$ cat config.mk
export PLATFORM = sky130hd
export DESIGN_NAME = cpu_run_monitor
export DESIGN_NICKNAME = d
export VERILOG_FILES = /design/src/rtl/cpu_run_monitor.sv
export SDC_FILE = /design/constraint.sdc
export NUM_CORES = 1
export LEC_CHECK = 0
export CAP_MARGIN = 30
export CELL_PAD_IN_SITES_DETAIL_PLACEMENT = 0
export CELL_PAD_IN_SITES_GLOBAL_PLACEMENT = 1
export CORE_AREA = 2 2 287 289
export CTS_CLUSTER_DIAMETER = 150
export DETAILED_ROUTE_END_ITERATION = 10
export DIE_AREA = 0 0 289 291
export PLACE_DENSITY_LB_ADDON = 0.1
export SLEW_MARGIN = 40
export SYNTH_ARGS = -nofsm -noshare
export SYNTH_HDL_FRONTEND = slang
export SYNTH_SLANG_ARGS = --single-unit
$ cat constraint.sdc
create_clock -name clk -period 13 [get_ports clk]
set_input_delay 2.6 -clock clk [delete_from_list [all_inputs] [get_ports clk]]
set_output_delay 2.6 -clock clk [all_outputs]
set_load 0.05 [all_outputs]
$ cat src/rtl/cpu_run_monitor.sv
// Run monitor: halt-idiom detection with drain delay, pmem line-write capture, watchdog.
// Optional CPU_RUN_MONITOR_PERF_EN adds the pmem stall counter.
module cpu_run_monitor #(
  parameter int unsigned LINE_WIDTH     = 256,
  parameter int unsigned ADDR_WIDTH     = 32,
  parameter int unsigned OFFSET_BITS    = 5,
  parameter int unsigned DRAIN_CYCLES   = 5,
  parameter int unsigned TIMEOUT_CYCLES = 1000000
) (
  input  logic                               clk,
  input  logic                               rst,
  input  logic                               wb_valid,
  input  logic [31:0]                        wb_instruction,
  input  logic [ADDR_WIDTH-1:0]              pmem_address,
  input  logic [LINE_WIDTH-1:0]              pmem_wdata,
  input  logic                               pmem_read,
  input  logic                               pmem_write,
  input  logic                               pmem_resp,
  output logic                               write,
  output logic [ADDR_WIDTH-OFFSET_BITS-1:0]  write_address,
  output logic [LINE_WIDTH-1:0]              write_data,
  output logic                               halt_seen,
  output logic                               done,
  output logic                               timeout,
  output logic [31:0]                        cycle_count,
  output logic [31:0]                        write_count,
  output logic [31:0]                        read_count,
  output logic [31:0]                        stall_count
);

  typedef enum logic [1:0] {RUN, DRAIN, DONE, TOUT} state_e;

  state_e                            state_q, state_d;
  logic [7:0]                        drain_ctr_q, drain_ctr_d;
  logic                              halt_seen_q, halt_seen_d;
  logic                              done_q, done_d;
  logic                              timeout_q, timeout_d;
  logic                              write_q, write_d;
  logic [ADDR_WIDTH-OFFSET_BITS-1:0] write_address_q, write_address_d;
  logic [LINE_WIDTH-1:0]             write_data_q, write_data_d;
  logic [31:0]                       cycle_count_q, cycle_count_d;
  logic [31:0]                       write_count_q, write_count_d;
  logic [31:0]                       read_count_q, read_count_d;
  logic                              active;
  logic                              halt_cond;
  logic                              unused_offset_bits;

  function automatic logic [31:0] sat_inc(input logic [31:0] v);
    return (v == '1) ? v : v + 32'd1;
  endfunction

  assign active    = (state_q == RUN) || (state_q == DRAIN);
  assign halt_cond = wb_valid && (wb_instruction == 32'h0000_0063 ||
                                  wb_instruction == 32'h0000_006F);
  assign unused_offset_bits = ^pmem_address[OFFSET_BITS-1:0];

  always_comb begin
    state_d         = state_q;
    drain_ctr_d     = drain_ctr_q;
    halt_seen_d     = halt_seen_q;
    done_d          = done_q;
    timeout_d       = timeout_q;
    write_d         = 1'b0;
    write_address_d = write_address_q;
    write_data_d    = write_data_q;
    cycle_count_d   = cycle_count_q;
    write_count_d   = write_count_q;
    read_count_d    = read_count_q;

    case (state_q)
      RUN: begin
        // Halt is tested first so it wins over a same-cycle watchdog expiry.
        if (halt_cond) begin
          state_d     = DRAIN;
          halt_seen_d = 1'b1;
          drain_ctr_d = 8'(DRAIN_CYCLES - 1);
        end else if (TIMEOUT_CYCLES != 0 &&
                     cycle_count_q == 32'(TIMEOUT_CYCLES - 1)) begin
          state_d   = TOUT;
          timeout_d = 1'b1;
        end
      end
      DRAIN: begin
        if (drain_ctr_q == 8'd0) begin
          state_d = DONE;
          done_d  = 1'b1;
        end else begin
          drain_ctr_d = drain_ctr_q - 8'd1;
        end
      end
      default: ;
    endcase

    if (active) begin
      cycle_count_d = sat_inc(cycle_count_q);
      if (pmem_write && pmem_resp) begin
        write_d         = 1'b1;
        write_address_d = pmem_address[ADDR_WIDTH-1:OFFSET_BITS];
        write_data_d    = pmem_wdata;
        write_count_d   = sat_inc(write_count_q);
      end
      if (pmem_read && pmem_resp) read_count_d = sat_inc(read_count_q);
    end
  end

  always_ff @(posedge clk or posedge rst) begin
    if (rst) begin
      state_q         <= RUN;
      drain_ctr_q     <= '0;
      halt_seen_q     <= 1'b0;
      done_q          <= 1'b0;
      timeout_q       <= 1'b0;
      write_q         <= 1'b0;
      write_address_q <= '0;
      write_data_q    <= '0;
      cycle_count_q   <= '0;
      write_count_q   <= '0;
      read_count_q    <= '0;
    end else begin
      state_q         <= state_d;
      drain_ctr_q     <= drain_ctr_d;
      halt_seen_q     <= halt_seen_d;
      done_q          <= done_d;
      timeout_q       <= timeout_d;
      write_q         <= write_d;
      write_address_q <= write_address_d;
      write_data_q    <= write_data_d;
      cycle_count_q   <= cycle_count_d;
      write_count_q   <= write_count_d;
      read_count_q    <= read_count_d;
    end
  end

`ifdef CPU_RUN_MONITOR_PERF_EN
  logic [31:0] stall_count_q, stall_count_d;

  always_comb begin
    stall_count_d = stall_count_q;
    if (active && (pmem_read || pmem_write) && !pmem_resp)
      stall_count_d = sat_inc(stall_count_q);
  end

  always_ff @(posedge clk or posedge rst) begin
    if (rst) stall_count_q <= '0;
    else     stall_count_q <= stall_count_d;
  end

  assign stall_count = stall_count_q;
`else
  assign stall_count = '0;
`endif

  assign write         = write_q;
  assign write_address = write_address_q;
  assign write_data    = write_data_q;
  assign halt_seen     = halt_seen_q;
  assign done          = done_q;
  assign timeout       = timeout_q;
  assign cycle_count   = cycle_count_q;
  assign write_count   = write_count_q;
  assign read_count    = read_count_q;

endmodule

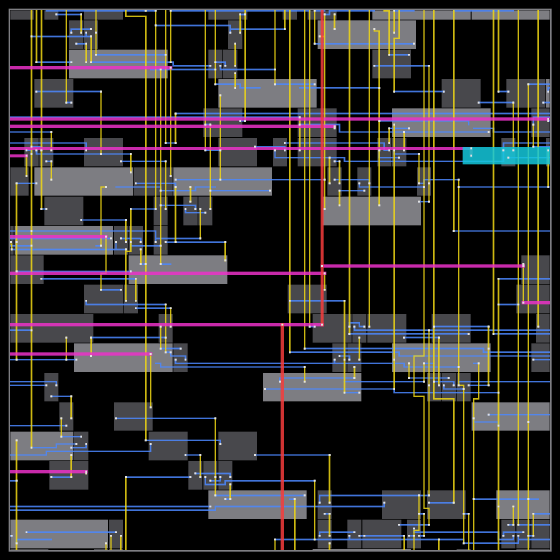
**Above:** run 1 (layout detail).
Region (47, 193) to (97, 243) um. Cells in grey, sequential cells in the stronger grey; small squares are vias.
| colour | layer |
|---|---|
| cyan | M5 |
| blue | M1 |
| magenta | M3 |
| red | M4 |
| yellow | M2 |
most frequent: nand2_1 (42), clkdlybuf4s50_1 (24), dfrtp_1 (17)
cells with their middle in the window: 85
sequential cells in the window: 17
netlist names of flops here include: `write_data` (11), `write_address` (6)

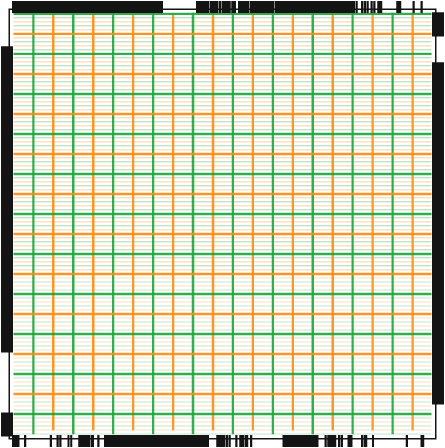
**Above:** run 1 (supply network).
Pins as bars on the die edge.
| colour | net |
|---|---|
| green | VSS |
| orange | VDD |
met4 straps: 20
signal pins: 741
met1 rails: 106
rows: 105
met5 straps: 21
die height: 291 um
VDD IR max: 0.07815 mV
Chip Width: 289 um

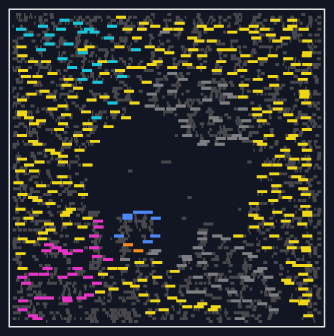
**Above:** run 1 (register map, names as in the netlist).
Other sequential cells in the stronger grey, the rest of the logic in the fainter grey.
| colour | netlist name | sequential cells |
|---|---|---|
| magenta | `cycle_count` | 32 |
| blue | `drain_ctr_q` | 8 |
| orange | `state_q` | 2 |
| cyan | `write_address` | 27 |
| yellow | `write_data` | 256 |

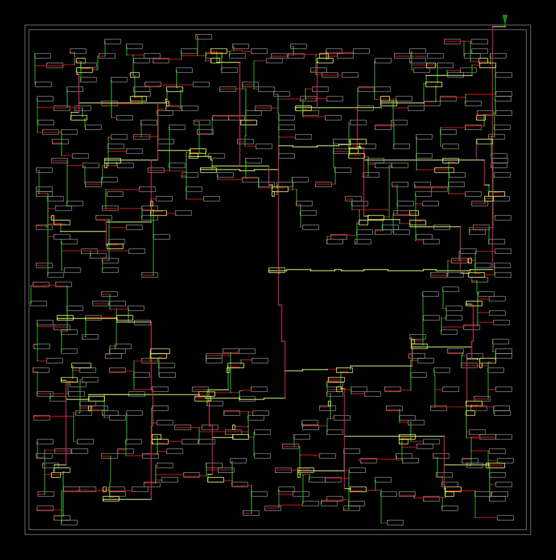
**Above:** run 1 (clock routing).
FFs & Latches: 393
Final Skew: 0.01630 ns
clkbuf count: 81

==> results.txt, run 1 <==
impl run done, here's what came out: outcome complete, no violations, P&R area growth vs syn 60.97%, synthesis area per yosys 16180 um2, Reg2Reg Launch Point state_q[1]$_DFFE_PP0P_, CP max FO 147, Netlist Area Pre-Place 16180 um2, clock period minus worst slack 5.443 ns, clk sink count 393, adder share 0.3865%, mean post-synth cell area 9.328 um2, Reg2Reg Depth 8, XOR/XNOR Area Share 5.087%, Tcrit/Tclk final 41.87%, crit-path cells clkdlybuf4s50_1 -> nor2b_1 -> nand2_8 -> inv_12 -> buf_6 -> buf_4 -> buf_12 -> nand2_1 -> nand2_1, count of input and output buffers 703, total power 0.003087 W, Vias 14270, root buf cell clkbuf_16, OpenROAD warning count 35, Slowest cell on crit path buf_6, first drt pass iteration count 4, first-pass GRT wire length 97.87 mm, clk slew on worst S/H paths 0.05 ns, count leader, synth nand2_1, Cells after Synth 1735, CTS tree built, worst hold path class reg2reg, WL/cell 18.62 um, CTS buffer count 50, asr flop ratio synth 100.0%, gr usage total 15.28%, Simple-Gate Area Share 28.51%, largest net degree at the start of global routing 148, setup ws final 7.557 ns, main area contributors after synthesis dfrtp_1 61%, nand2_1 21%, xnor2_1 4.2%, WP data required 13.52 ns, fin. max-slew vios 0, initial antenna violation count 11, Routed WL 65.90 mm, fp_density 19.93%, Critical path origin pmem_resp, vias in the first global route 14630, post-detail-place hpwl 48.29 mm, io pins 741, DRC violations left 0, yosys cell count 1735, Final Hold Violation Tally 0, final count of negative-setup-slack endpoints 0, Seq share, synth 60.77%, Post-Route Setup TNS 0 ns, antenna-violating nets left 0, CP dominant cell by count nand2_1, Post-synth top cells 885 x nand2_1, 393 x dfrtp_1, 78 x xnor2_1, vias per cell 4.033, final net count 2761, Mux area share 0.2319%, ys flops 393, post-synth top area cell dfrtp_1, cell row count 105, R2R setup slack 9.39 ns, grt ovf 0, Critical Path Sink Type register, number of synthesized flops with an enable pin 0, CTS resizes 0, Top cell area share 60.77%, Critical Path End write_address[4]$_DFFE_PP0P_, layout cells sized above 1 4.501%, yosys warns 0, Synth cell types 60, core box area 81190 um2, CTS H-Tree Depth 2, initial DRC count 556, FF-to-FF End write_address[4]$_DFFE_PP0P_, Post-CTS Setup Repair Bufs 0, Worst Max-Slew Pin Slew 0.7776 ns, Worst setup SP type input port
## run 1: through the flow
stage / instance area [um2] / hold slack [ns] / util (%) / cells
after global placement: 24260 / 0.4554 / 29.88 / 3446
final: 26050 / 0.4681 / 32.09 / 3539
after detailed placement: 24320 / 0.4579 / 29.95 / 3447
after global routing: 26050 / 0.4914 / 32.08 / 3536
after floorplan: 16300 / 0.5236 / - / 1766
after CTS: 26000 / 0.4746 / 32.02 / 3535
## run 1: final cells by class
class / instances / area, um2 / area share, %
sequential: 393 / 9834 / 37.75
timing repair buffer: 717 / 7193 / 27.61
multi-input combinational: 1261 / 5953 / 22.85
clock buffer: 81 / 1569 / 6.022
tap: 1070 / 1339 / 5.139
clock inverter: 7 / 113.9 / 0.4370
inverter: 7 / 42.54 / 0.1633
antenna: 3 / 7.507 / 0.02882
## run 1: state kept, by name, summed over array words and instances (netlist names)
register       cells
state_q            2
halt_seen          1
write              1
write_address     27
timeout            1
write_data       256
cycle_count       32
drain_ctr_q        8
done               1
write_count       32
read_count        32
## run 1: placed cells by master, fill, tap and decap left out, types with 3 or more instances in the layout
| cell type | synthesis | routed |
|---|---|---|
| buf_6 | 1 | 7 |
| nand2_1 | 885 | 884 |
| inv_1 | 6 | 5 |
| ha_1 | 5 | 5 |
| nor2_1 | 18 | 18 |
| a21oi_1 | 5 | 5 |
| bufinv_16 | 0 | 3 |
| clkbuf_1 | 58 | 12 |
| nand3_1 | 46 | 46 |
| nor3_1 | 11 | 10 |
| diode_2 | 0 | 3 |
| clkdlybuf4s50_1 | 0 | 703 |
| buf_4 | 32 | 5 |
| and4_1 | 14 | 14 |
| or3_1 | 5 | 5 |
| xor2_1 | 16 | 16 |
| clkbuf_16 | 0 | 51 |
| and3_1 | 27 | 27 |
| and2_1 | 8 | 8 |
| dfrtp_1 | 393 | 393 |
| nand4_1 | 42 | 42 |
| clkbuf_8 | 0 | 18 |
| o211ai_1 | 3 | 3 |
| clkinv_2 | 0 | 3 |
| conb_1 | 1 | 32 |
| nor4_1 | 11 | 10 |
| xnor2_1 | 78 | 78 |
| nor4b_1 | 3 | 3 |
| nand4b_1 | 3 | 3 |
| o21ai_0 | 9 | 9 |
## run 1: critical path, delay by kind of cell
family	cells	cell delay [ns]
buf+inv	5	2.28
simple gates	4	0.90
## run 1: routing by layer
layer / GRT usage (%) / part of all wire (%) / up-vias
met2: 26.38 / 50 / 445
li1: - / - / 6873
met4: 3.168 / 1.6 / 16
met1: 17.44 / 39 / 6859
met5: 0 / 0.16 / -
met3: 6.560 / 9.8 / 81
## run 1: worst min path at each step
stage,endpoint,slack (ns),cells past startpoint
finish,write_data[210]$_DFFE_PP0P_,0.47,2
global route,write_data[210]$_DFFE_PP0P_,0.49,2
CTS,timeout$_DFFE_PP0P_,0.47,2
detailed placement,halt_seen$_DFFE_PP0P_,0.46,1
global placement,done$_DFFE_PP0P_,0.46,1
floorplan,drain_ctr_q[7]$_DFFE_PP0P_,0.52,2
## run 1: report_power, final
group          switching, W  internal, W  total, W
clock              0.000554     0.000876   0.00143
combinational      0.000225     0.000155  0.000380
sequential        0.0000190      0.00126   0.00128
**Run 1: logic cells by family**

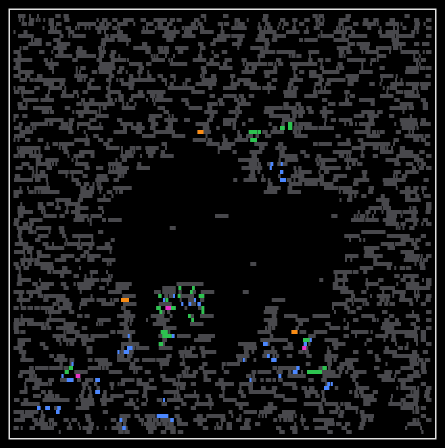

==> run 2: changes to the inputs <==
--- a/config.mk
+++ b/config.mk
@@ -8,10 +8,10 @@
 export CAP_MARGIN = 30
 export CELL_PAD_IN_SITES_DETAIL_PLACEMENT = 0
 export CELL_PAD_IN_SITES_GLOBAL_PLACEMENT = 1
-export CORE_AREA = 2 2 287 289
+export CORE_AREA = 2 2 289 291
 export CTS_CLUSTER_DIAMETER = 150
 export DETAILED_ROUTE_END_ITERATION = 10
-export DIE_AREA = 0 0 289 291
+export DIE_AREA = 0 0 291 293
 export PLACE_DENSITY_LB_ADDON = 0.1
 export SLEW_MARGIN = 40
 export SYNTH_ARGS = -nofsm -noshare
==> constraint.sdc (replaced) <==
create_clock -name clk -period 5.3 [get_ports clk]
set_input_delay 1.06 -clock clk [delete_from_list [all_inputs] [get_ports clk]]
set_output_delay 1.06 -clock clk [all_outputs]
set_load 0.05 [all_outputs]
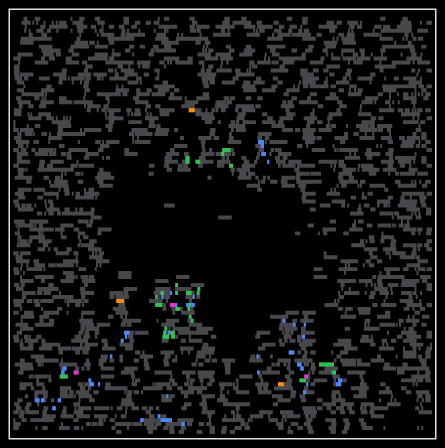
**Above:** run 2 (logic cells by family).
| colour | family | cells |
|---|---|---|
| orange | mux cells | 3 |
| magenta | non-inverting ao/oa cells | 3 |
| blue | nor cells | 47 |
| green | aoi and oai cells | 31 |
Commonest Layout Cell: nand2_1
Final Non-Filler Cells: 3543
combinational share of cell area: 22.84%

==> results.txt, run 2 <==
impl run done, here's what came out: Netlist Area Pre-Place 16180 um2 (unchanged), Peak Freq 0.2976 GHz, Cells after Synth 1735 (unchanged), Filler cells 8469 (was 8400), gr usage total 14.85% (was 15.28%), most frequent cells in the layout 884 x nand2_1, 703 x clkdlybuf4s50_1, 393 x dfrtp_1 (unchanged), core box area 81850 um2 (was 81190 um2), vias per cell 4.001 (was 4.033), Worst setup SP type input port (unchanged), fp_density 19.77% (was 19.93%), Max Buffers Root-to-Sink 3 (unchanged), clock period minus worst slack 3.360 ns, crit-path cells clkdlybuf4s50_1 -> nor2b_1 -> nand2_4 -> inv_8 -> buf_12 -> nand2_1 -> mux2_2 (was clkdlybuf4s50_1 -> nor2b_1 -> nand2_8 -> inv_12 -> buf_6 -> buf_4 -> buf_12 -> nand2_1 -> nand2_1), Post-synth top cells 885 x nand2_1, 393 x dfrtp_1, 78 x xnor2_1 (unchanged), post-detail-place hpwl 47.68 mm (was 48.29 mm), Core Util, Final 31.71% (was 32.09%), GP Congestion 0.7721 (was 0.7816), Chip Width 291 um (was 289 um), clk_lat worst skew 0.59 ns (was 0.58 ns), grt ovf 0 (unchanged), Critical Path Sink Type register (unchanged), clk sink count 393 (unchanged), outcome complete, no violations (unchanged), Vias 14180 (was 14270), total power 0.007374 W (was 0.003087 W), synthesis area per yosys 16180 um2 (unchanged), Main synth FF type dfrtp_1 (unchanged), final count of negative-setup-slack endpoints 0 (unchanged), CP max FO 157 (was 147), largest family of logic cells by area simple AND/OR/NAND/NOR gates (unchanged), fin. max-slew vios 0 (unchanged), OpenROAD warning count 42 (was 35), VDD IR max 0.1938 mV (was 0.07815 mV), adder share 0.3865% (unchanged), count leader, synth nand2_1 (unchanged), largest net degree at the start of global routing 158 (was 148), WP data required 5.77 ns (was 13.52 ns), max reg flops 256 (unchanged), Simple-Gate Area Share 28.51% (unchanged), yosys warns 0 (unchanged), met2 WL 32.31 mm (was 32.80 mm), count of input and output buffers 703 (unchanged), wire length on met3 5.850 mm (was 6.468 mm), uppermost layer routed met5 (unchanged), CP Class in2reg (unchanged), aoi share 1.585% (unchanged), CTS H-Tree Depth 2 (unchanged), Worst Hold Slack 0.4697 ns (was 0.4681 ns), Lkg Pwr 12.12 nW (was 12.15 nW), mean post-synth cell area 9.328 um2 (unchanged), Final Skew 0.01579 ns (was 0.01630 ns), CTS tree built (unchanged), WL/cell 18.41 um (was 18.62 um), Final Hold Violation Tally 0 (unchanged), chip area 85260 um2 (was 84100 um2), cell row count 105 (unchanged), first drt pass iteration count 4 (unchanged), XOR/XNOR Area Share 5.087% (unchanged), final net count 2764 (was 2761), Worst Max-Slew Pin Slew 0.8810 ns (was 0.7776 ns), main area contributors after synthesis dfrtp_1 61%, nand2_1 21%, xnor2_1 4.2% (unchanged), post-synth top area cell dfrtp_1 (unchanged), ys flops 393 (unchanged), root buf cell clkbuf_16 (unchanged), setup ws final 1.940 ns (was 7.557 ns), Buf/Inv on CP 3 (was 5), Mux area share 0.2319% (unchanged), io pins 741 (unchanged), R2R setup slack 2.34 ns (was 9.39 ns), Routed WL 65.22 mm (was 65.90 mm), P&R area growth vs syn 60.35% (was 60.97%), DRC violations left 0 (unchanged), cts hold-fix bufs 0 (unchanged), pre-CTS setup slack 1.260 ns (was 6.438 ns), cell family with most CP delay buffers and inverters (unchanged), initial DRC count 623 (was 556), Slowest cell on crit path buf_12 (was buf_6), first-pass GRT wire length 96.39 mm (was 97.87 mm), met1 WL 25.71 mm (was 25.45 mm), vias in the first global route 14320 (was 14630), asr flop ratio synth 100.0% (unchanged), max-cap viol count 0 (unchanged), Pwr per Cell Area 284.2 nW/um2 (was 118.5 nW/um2), Post-CTS Setup Repair Bufs 0 (unchanged), Slew headroom 41.27% (was 48.16%), clk slew on worst S/H paths 0.05 ns (about the same), worst stage delay on the critical path 0.50 ns (was 0.59 ns), initial antenna violation count 9 (was 11), Seq share, synth 60.77% (unchanged), worst hold path class reg2reg (unchanged), arrival time at the worst endpoint 3.83 ns (was 5.97 ns), dpl cells 3450 (was 3447), RSZ-0062 raised after global routing false (unchanged), Tcrit/Tclk final 63.39%, die height 293 um (was 291 um), yosys cell count 1735 (unchanged), layout cells sized above 1 4.291% (was 4.501%), number of synthesized flops with an enable pin 0 (unchanged), Top cell area share 60.77% (unchanged), antenna-violating nets left 0 (unchanged), CTS buffer count 51 (was 50), CTS resizes 0 (unchanged), Synth cell types 60 (unchanged)
[run 2: kinds of logic (layout without fill, tap and decap cells)]
group,count (synthesis),count (layout)
muxes,3,3
AOI/OAI and AO/OA,34,34
DFF,393,393
xor gates and xnor gates,94,94
adders and majority gates,5,5
other,1,35
buffers and inverters,112,816
and+or+nand+nor,1093,1093
[run 2: area by class of cell]
class	instances	area, um2	share of cell area (%)
clock inverters	10	71.32	0.2748
multi-input cells	1261	5928	22.84
repair buffers	719	7227	27.85
clock buffers	80	1506	5.805
diodes	3	7.507	0.02893
flip-flops and latches	393	9834	37.90
well taps	1070	1339	5.159
inverters	7	37.54	0.1446
[run 2: where the power goes]
| group | internal [W] | total [W] | switching, W |
|---|---|---|---|
| Sequential | 0.00309 | 0.00313 | 0.0000453 |
| Clock | 0.00194 | 0.00331 | 0.00137 |
| Combinational | 0.000383 | 0.000932 | 0.000550 |
[run 2: worst paths after layout]
path | from | to | cells past startpoint
hold reg to reg | write_data[129]$_DFFE_PP0P_ | write_data[129]$_DFFE_PP0P_ | 2
hold / removal | write_data[129]$_DFFE_PP0P_ | write_data[129]$_DFFE_PP0P_ | 2
setup reg to reg | state_q[1]$_DFFE_PP0P_ | write_count[1]$_DFFE_PP0P_ | 7
min in group asynchronous | rst | write_data[205]$_DFFE_PP0P_ | 2
max in group asynchronous | rst | write_data[61]$_DFFE_PP0P_ | 4
setup / recovery | pmem_resp | write_count[1]$_DFFE_PP0P_ | 7
[run 2: through the flow]
stage	instance area (um2)	TNS, ns
final	25950	0
after global routing	25950	0
after CTS	25940	0
after detailed placement	24360	0
after global placement	24350	0
after floorplan	16300	-411.81
[run 2: layer usage]
layer | track usage (%) | vias to the layer above
met5 | 0 | -
met4 | 3.791 | 8
met3 | 6.006 | 78
met2 | 25.48 | 441
met1 | 17.16 | 6773
li1 | - | 6876
[run 2: worst register-to-register path, cell delays in order, from the launching register on]
cell and delay (ns):
dfrtp_1 0.35, buf_4 0.19, nor2b_1 0.24, nand2_4 0.30, inv_8 0.45, buf_12 0.54
nand2_1 0.44, mux2_2 0.32
Power and IR drop assume default switching activity.
